run_1/detail.png
Window x 68 to 93, y 68 to 93 µm. Cells in gray, sequential cells in the stronger gray; small squares are vias.
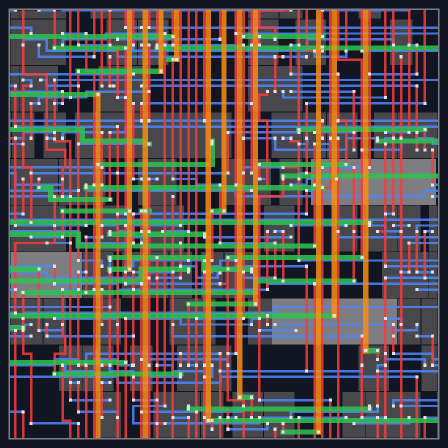
run_1/congestion.png
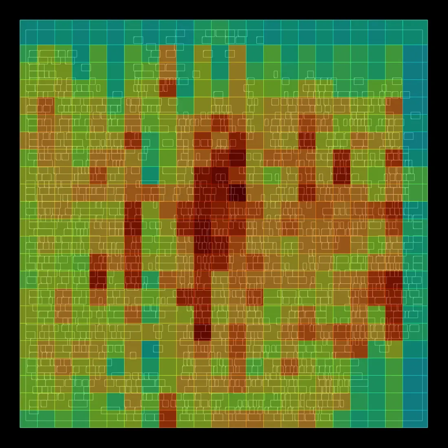
run_1/layer_met2.png
(2 px per µm)
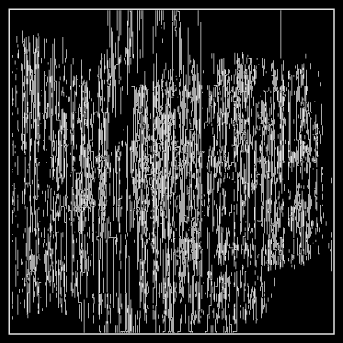
[src/rtl/fmc_adc_tpg_pkg.sv]
// rtl/fmc_adc_tpg_pkg.sv - shared types, constants and helpers for the ADC test-pattern generator
package fmc_adc_tpg_pkg;

  typedef enum logic [1:0] {TPG_TRIANGLE, TPG_RAMP, TPG_CONST, TPG_PRBS} t_tpg_mode;

  localparam logic [14:0]        c_TPG_PRBS_SEED = 15'h7FFF;
  localparam logic signed [15:0] c_TPG_MAX       = 16'sh7FFF;
  localparam logic signed [15:0] c_TPG_MIN       = -16'sh8000;

  // Triangle direction states
  localparam logic [0:0] c_DIR_UP   = 1'b0;
  localparam logic [0:0] c_DIR_DOWN = 1'b1;

  // Two's-complement negate where -(-32768) saturates to +32767
  function automatic logic [15:0] tpg_neg_sat(input logic [15:0] v);
    return (v == c_TPG_MIN) ? c_TPG_MAX : (~v + 16'd1);
  endfunction

  // Advance a PRBS-15 (x^15+x^14+1) register by n shifts
  function automatic logic [14:0] prbs15_adv(input logic [14:0] s, input int n);
    logic [14:0] r;
    r = s;
    for (int i = 0; i < n; i++) begin
      r = {r[13:0], r[14] ^ r[13]};
    end
    return r;
  endfunction

endpackage

[src/rtl/fmc_adc_tpg_wave.sv]
// rtl/fmc_adc_tpg_wave.sv - sample-rate divider, triangle direction FSM and waveform value register
// FMC_ADC_TPG_PRBS_EN adds the tick_o strobe used by the top-level LFSR.
module fmc_adc_tpg_wave
  import fmc_adc_tpg_pkg::*;
#(
  parameter int g_DIV_WIDTH = 16
) (
  input  logic                   clk_i,
  input  logic                   rst_i,
  input  logic                   clr_i,
  input  logic                   load_i,
  input  logic [15:0]            load_val_i,
  input  logic                   valid_i,
  input  t_tpg_mode              mode_i,
  input  logic [15:0]            step_i,
  input  logic [14:0]            limit_i,
  input  logic [15:0]            const_i,
  input  logic [g_DIV_WIDTH-1:0] div_i,
`ifdef FMC_ADC_TPG_PRBS_EN
  output logic                   tick_o,
`endif
  output logic [15:0]            value_o
);

  logic [15:0]            value_q, value_d;
  logic [0:0]             dir_q, dir_d;
  logic [g_DIV_WIDTH-1:0] cnt_q, cnt_d;

  logic [15:0]            base_value;
  logic [0:0]             base_dir;
  logic [0:0]             tri_dir;
  logic [g_DIV_WIDTH-1:0] base_cnt;
  logic                   tick;
  // 18 bits so that a full-scale value plus a full 16-bit step cannot wrap
  logic signed [17:0]     cur_s, lim_pos, lim_neg, step_s, sum_s;

  always_comb begin
    base_value = load_i ? load_val_i : value_q;
    base_dir   = load_i ? c_DIR_UP : dir_q;
    base_cnt   = load_i ? '0 : cnt_q;
    // >= so that lowering div below the running count ticks immediately
    tick       = valid_i && (base_cnt >= div_i);

    cnt_d = base_cnt;
    if (valid_i) begin
      cnt_d = tick ? '0 : base_cnt + g_DIV_WIDTH'(1);
    end

    cur_s   = 18'($signed(base_value));
    lim_pos = $signed({3'b000, limit_i});
    lim_neg = -lim_pos;
    step_s  = $signed({2'b00, step_i});
    tri_dir = ((cur_s > lim_pos) || (cur_s < lim_neg)) ? ~base_dir : base_dir;
    sum_s   = (tri_dir == c_DIR_UP) ? (cur_s + step_s) : (cur_s - step_s);

    value_d = base_value;
    dir_d   = base_dir;
    case (mode_i)
      TPG_TRIANGLE: begin
        if (tick) begin
          if (sum_s > 18'(c_TPG_MAX)) begin
            value_d = c_TPG_MAX;
            dir_d   = ~tri_dir;
          end else if (sum_s < 18'(c_TPG_MIN)) begin
            value_d = c_TPG_MIN;
            dir_d   = ~tri_dir;
          end else begin
            value_d = sum_s[15:0];
            dir_d   = tri_dir;
          end
        end
      end
      TPG_RAMP: begin
        if (tick) begin
          value_d = base_value + step_i;
        end
      end
      default: begin
        if (valid_i) begin
          value_d = const_i;
        end
      end
    endcase
  end

  always_ff @(posedge clk_i) begin
    if (rst_i || clr_i) begin
      value_q <= '0;
      dir_q   <= c_DIR_UP;
      cnt_q   <= '0;
    end else begin
      value_q <= value_d;
      dir_q   <= dir_d;
      cnt_q   <= cnt_d;
    end
  end

  // The emitted sample is the post-update value of this tick
  assign value_o = value_d;
`ifdef FMC_ADC_TPG_PRBS_EN
  assign tick_o  = tick && !clr_i;
`endif

endmodule

[src/rtl/fmc_adc_test_pattern_gen.sv]
// rtl/fmc_adc_test_pattern_gen.sv - ADC test-pattern source with serdes pass-through
// Define FMC_ADC_TPG_PRBS_EN to build the PRBS-15 pattern for mode 3 (otherwise mode 3 = constant).
module fmc_adc_test_pattern_gen
  import fmc_adc_tpg_pkg::*;
#(
  parameter int g_NUM_CHAN  = 4,
  parameter int g_DIV_WIDTH = 16
) (
  input  logic                    clk_fs_i,
  input  logic                    rst_fs_i,
  input  logic [16*g_NUM_CHAN-1:0] serdes_data_i,
  input  logic                    serdes_valid_i,
  input  logic                    tpg_en_i,
  input  logic [1:0]              tpg_mode_i,
  input  logic [15:0]             tpg_step_i,
  input  logic [14:0]             tpg_limit_i,
  input  logic [15:0]             tpg_const_i,
  input  logic [g_DIV_WIDTH-1:0]  tpg_div_i,
  input  logic                    tpg_inv_odd_i,
  output logic [16*g_NUM_CHAN-1:0] data_o,
  output logic                    valid_o
);

  localparam int c_W = 16 * g_NUM_CHAN;

  logic [c_W-1:0] data_q, data_d;
  logic           valid_q, valid_d;
  logic           en_q, en_d;
  logic [1:0]     mode_q, mode_d;

  t_tpg_mode      mode;
  logic           load;
  logic [15:0]    load_val;
  logic [15:0]    wave_value;
  logic [15:0]    ch_word;
  logic [c_W-1:0] pattern;

  assign mode     = t_tpg_mode'(tpg_mode_i);
  assign load     = (tpg_en_i && !en_q) || (tpg_mode_i != mode_q);
  assign load_val = ((mode == TPG_RAMP) || (mode == TPG_CONST)) ? tpg_const_i : 16'h0000;

`ifdef FMC_ADC_TPG_PRBS_EN
  logic        wave_tick;
  logic [14:0] prbs_q, prbs_d, prbs_base;
`endif

  fmc_adc_tpg_wave #(
    .g_DIV_WIDTH (g_DIV_WIDTH)
  ) u_wave (
    .clk_i      (clk_fs_i),
    .rst_i      (rst_fs_i),
    .clr_i      (!tpg_en_i),
    .load_i     (load),
    .load_val_i (load_val),
    .valid_i    (serdes_valid_i),
    .mode_i     (mode),
    .step_i     (tpg_step_i),
    .limit_i    (tpg_limit_i),
    .const_i    (tpg_const_i),
    .div_i      (tpg_div_i),
`ifdef FMC_ADC_TPG_PRBS_EN
    .tick_o     (wave_tick),
`endif
    .value_o    (wave_value)
  );

`ifdef FMC_ADC_TPG_PRBS_EN
  always_comb begin
    prbs_base = (!tpg_en_i || load) ? c_TPG_PRBS_SEED : prbs_q;
    prbs_d    = prbs_base;
    if (wave_tick && (mode == TPG_PRBS)) begin
      prbs_d = prbs15_adv(prbs_base, 1);
    end
  end

  always_ff @(posedge clk_fs_i) begin
    if (rst_fs_i) begin
      prbs_q <= c_TPG_PRBS_SEED;
    end else begin
      prbs_q <= prbs_d;
    end
  end
`endif

  always_comb begin
    pattern = '0;
    ch_word = '0;
    for (int ch = 0; ch < g_NUM_CHAN; ch++) begin
      ch_word = wave_value;
`ifdef FMC_ADC_TPG_PRBS_EN
      if (mode == TPG_PRBS) begin
        ch_word = {prbs15_adv(prbs_d, 4 * ch), 1'b0};
      end
`endif
      // Channels 2, 4, ... are the odd lane indices
      if (tpg_inv_odd_i && ch[0]) begin
        ch_word = tpg_neg_sat(ch_word);
      end
      pattern[16*ch +: 16] = ch_word;
    end
  end

  always_comb begin
    data_d = data_q;
    if (!tpg_en_i) begin
      data_d = serdes_data_i;
    end else if (serdes_valid_i) begin
      data_d = pattern;
    end
    valid_d = serdes_valid_i;
    en_d    = tpg_en_i;
    mode_d  = tpg_mode_i;
  end

  always_ff @(posedge clk_fs_i) begin
    if (rst_fs_i) begin
      data_q  <= '0;
      valid_q <= 1'b0;
      en_q    <= 1'b0;
      mode_q  <= 2'd0;
    end else begin
      data_q  <= data_d;
      valid_q <= valid_d;
      en_q    <= en_d;
      mode_q  <= mode_d;
    end
  end

  assign data_o  = data_q;
  assign valid_o = valid_q;

endmodule

[config.mk]
export PLATFORM = sky130hd
export DESIGN_NAME = fmc_adc_test_pattern_gen
export DESIGN_NICKNAME = d
export VERILOG_FILES = /design/src/rtl/fmc_adc_tpg_pkg.sv /design/src/rtl/fmc_adc_tpg_wave.sv /design/src/rtl/fmc_adc_test_pattern_gen.sv
export SDC_FILE = /design/constraint.sdc
export NUM_CORES = 1
export LEC_CHECK = 0
export CAP_MARGIN = 10
export CORE_MARGIN = 2
export CORE_UTILIZATION = 40
export CTS_CLUSTER_DIAMETER = 50
export DETAILED_ROUTE_END_ITERATION = 10
export GPL_TIMING_DRIVEN = 1
export HOLD_SLACK_MARGIN = 0.08
export PLACE_DENSITY = 0.73
export SLEW_MARGIN = 20
export SYNTH_ARGS = -nofsm -noshare
export SYNTH_HDL_FRONTEND = slang
export SYNTH_SLANG_ARGS = --single-unit
[constraint.sdc]
create_clock -name clk_fs_i -period 26.4 [get_ports clk_fs_i]
set_input_delay 6.6 -clock clk_fs_i [delete_from_list [all_inputs] [get_ports clk_fs_i]]
set_output_delay 6.6 -clock clk_fs_i [all_outputs]
set_load 0.02 [all_outputs]
==> reports/metrics.yaml, run 1 <==
gr-usage-met2_pct: 43.61
relSlewSlack_pct: 25.50
syn-cell-area_um2: 9942
clockRootBuffer: "clkbuf_16"
nClkBuffers: 9
ys_seq_share_pct: 20.34
ys_types: 91
grt_pass1_vias: 10300
cp.required_ns: 26.69
warnings: 28
largest_area_cell: "dfxtp_1"
ff_count: 101
ys_sh_mux_pct: 1.510
fin_cells: 1837
ctsHoldBuffers: 0
worst_r2r_endpoint: "data_o[57]$_SDFFE_PP0P_"
top_area_cell_class: "multi-input combinational cells"
finalHoldViolCount: 0
criticalPathCategory: "input port to flip-flop"
simple_gate_area_share_pct: 25.92
worst-path-stages: 35
status: "finished clean"
placement.io_buffers: 198
taps: 324
post_cts_buffers: 0
cp_max_fo: 15
startpoint: "tpg_mode_i[0]"
compound_area_share_pct: 28.83
cp_slowest_cell: "xnor2_1"
top_cells_by_count: "nand2_1, nor2_1, a21oi_1"
fin_nets: 1726
cp.arrival_ns: 17.49
overflow: 0
p_comb_uw: 308
regToRegStartpoint: "mode_q[1]$_SDFF_PP0_"
fmax_mhz: 58.13
hold_slack_ns: 0.5341
drtIter0Drc: 908
crit_top_cell: "a21o_1"
comb-cell-share_pct: 59.06
clk_share_pct: 2.458
place_inst: 1821
synthTopLogicFamily: "AND-OR/OR-AND gates"
syn_area_per_cell_um2: 7.321
gr-usage-met1_pct: 36.41
wirelength_met1_mm: 15.53
antenna_found_initial: 0
area_leaders: "dfxtp_1, ha_1, a21oi_1, nand2_1, xnor2_1"
cp_top_family: "AND-OR/OR-AND gates"
dieHeight_um: 161.7
dpl_cell_area_um2: 12110
synth_warnings: 0
gp_congestion: 0.9994
cts_sinks: 101
wirelength_mm: 36.18
cts.htree.levels: 3
cap_violations: 0
p_seq_share_pct: 27.3
numCtsBuffers: 9
edf_count: 0
track_usage_pct: 27.28
die_x_um: 161.7
grt_start_max_net_pins: 74
p_clk_uw: 139
crit_path_max_incr_delay_ns: 0.84
fill_cells: 2437
pwr-share-clk_pct: 22.5
Back to the opening pictures, detail.png:
- metal 2: red
- metal 4: orange
- metal 1: blue
- metal 3: green
- cells with their middle in the window: 58
- sequential cells in the window: 3
- most frequent: nand2_1 (17), nand3_1 (8), o21ai_0 (6)
- netlist names of flops here include: `u_wave.value_q` (3)

Back to the opening pictures, congestion.png:
met3 Resource Use GR: 6.716%
DR WL/cell: 19.69 µm
Final Util: 50.92%
busiest grt layer: met2

Back to the opening pictures, layer_met2.png:
- wire length on this layer: 16000 µm
- main direction: vertical

run_1/flops_by_reg.png
(2 px per µm) Other sequential cells in the stronger gray, the rest of the logic in the fainter gray.
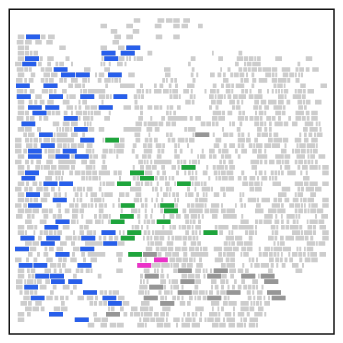

## Run 2: what changed since run 1
==> constraint.sdc (replaced) <==
create_clock -name clk_fs_i -period 16.2 [get_ports clk_fs_i]
set_input_delay 4.05 -clock clk_fs_i [delete_from_list [all_inputs] [get_ports clk_fs_i]]
set_output_delay 4.05 -clock clk_fs_i [all_outputs]
set_load 0.02 [all_outputs]
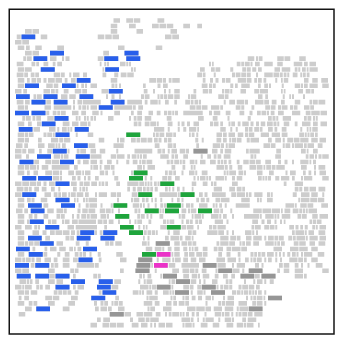
run_2/flops_by_reg.png
(2 px per µm) Other sequential cells in the stronger gray, the rest of the logic in the fainter gray.
- `u_wave.value_q`: green (placed flops 16; where center)
- `mode_q`: magenta (placed flops 2)
- `data_o`: blue (placed flops 64)
- not colored: 19

==> run 2 against run 1 <==
Against the previous run:
- critical path depth stayed put
- global-route usage decreased by 0.39 points
- area after synthesis unchanged
- critical path type unchanged
- critical endpoint unchanged
- largest cell class unchanged
- highest routed layer unchanged
==> reports/metrics.yaml, run 2 <==
status: "finished clean"
n_antenna_cell: 1
ys_sh_mux_pct: 1.510  # unchanged
grt_pass1_vias: 10260  # -0.33%
finalHoldViolCount: 0  # unchanged
pwr-share-clk_pct: 22.9  # +0.4 points
post_cts_buffers: 0  # unchanged
relSlewSlack_pct: 26.72  # +1.2 points
antenna_found_initial: 2  # +2
criticalPathCategory: "input port to flip-flop"
fill_cells: 2437  # unchanged
gp_congestion: 0.9779  # -2.2%
grt_start_max_net_pins: 70  # -5.4%
cap_violations: 0  # unchanged
synthTopLogicFamily: "AND-OR/OR-AND gates"
drtIter0Drc: 926  # +2.0%
taps: 324  # unchanged
top_cells_by_count: "nand2_1, nor2_1, a21oi_1"
comb_cells: 1106
via_per_inst: 5.864
postLayoutCoreUtil_pct: 50.95  # about the same
p_comb_uw: 503  # +63%
syn_area_per_cell_um2: 7.321  # unchanged
cp_slowest_cell: "xnor2_1"
compound_area_share_pct: 28.83  # unchanged
warnings: 28  # unchanged
fmax_mhz: 68.61
area_leaders: "dfxtp_1, ha_1, a21oi_1, nand2_1, xnor2_1"
dpl_cell_area_um2: 12120  # about the same
crit_path_max_incr_delay_ns: 0.85  # about the same
startpoint: "tpg_mode_i[0]"
grt_most_used_layer: "met2"
leakagePower_nw: 5.181
pg_seq_uw: 273
nClkBuffers: 9  # unchanged
p_clk_uw: 231  # +66%
yosysChipArea_um2: 9942
largest_reg_flops: 64
p_seq_share_pct: 27.1  # -0.2 points
ys_types: 91  # unchanged
clockRootBuffer: "clkbuf_16"
wirelength_met1_mm: 15.11  # -2.7%
crit_top_cell: "a21oi_1"
drv_slew: 0
cp.arrival_ns: 14.86  # -2.63 ns
reg2reg_depth: 34
ff_count: 101  # unchanged
syn-cell-area_um2: 9942  # unchanged
cp_top_family: "AND-OR/OR-AND gates"
worst-path-stages: 35  # unchanged
cts_sinks: 101  # unchanged
numCtsBuffers: 9  # unchanged
cp.required_ns: 16.49  # -10.20 ns
place_inst: 1822  # +0.055%
worst_r2r_endpoint: "data_o[57]$_SDFFE_PP0P_"
top_area_cell_class: "multi-input combinational cells"
syn_inst: 1358
overflow: 0  # unchanged
fin_nets: 1727  # +0.058%
via_count: 10780
fa_ha_area_share_pct: 10.82
fin_cells: 1838  # +0.054%
hold_slack_ns: 0.5390  # +0.004895 ns
ys_seq_share_pct: 20.34  # unchanged
cp_max_fo: 15  # unchanged
comb-cell-share_pct: 59.02  # about the same
min_path_cells: 2
fp_util_pct: 40.76
placement.io_buffers: 198  # unchanged
die_x_um: 161.7  # unchanged
regToRegStartpoint: "mode_q[0]$_SDFF_PP0_"
simple_gate_area_share_pct: 25.92  # unchanged
dieHeight_um: 161.7  # unchanged
synth_warnings: 0  # unchanged
edf_count: 0  # unchanged
gr-usage-met2_pct: 42.99  # -0.62 points
largest_area_cell: "dfxtp_1"
ctsHoldBuffers: 0  # unchanged
wirelength_mm: 35.70  # -1.3%
clk_share_pct: 2.437  # -0.022 points
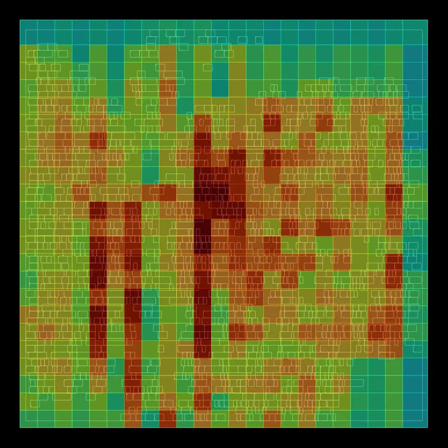
run_2/congestion.png
DR WL/cell: 19.42 µm
met1 Usage GRT: 34.82%
met3 Resource Use GR: 7.329%
Tot GR Track Use: 26.89%

Power and IR drop assume default switching activity.
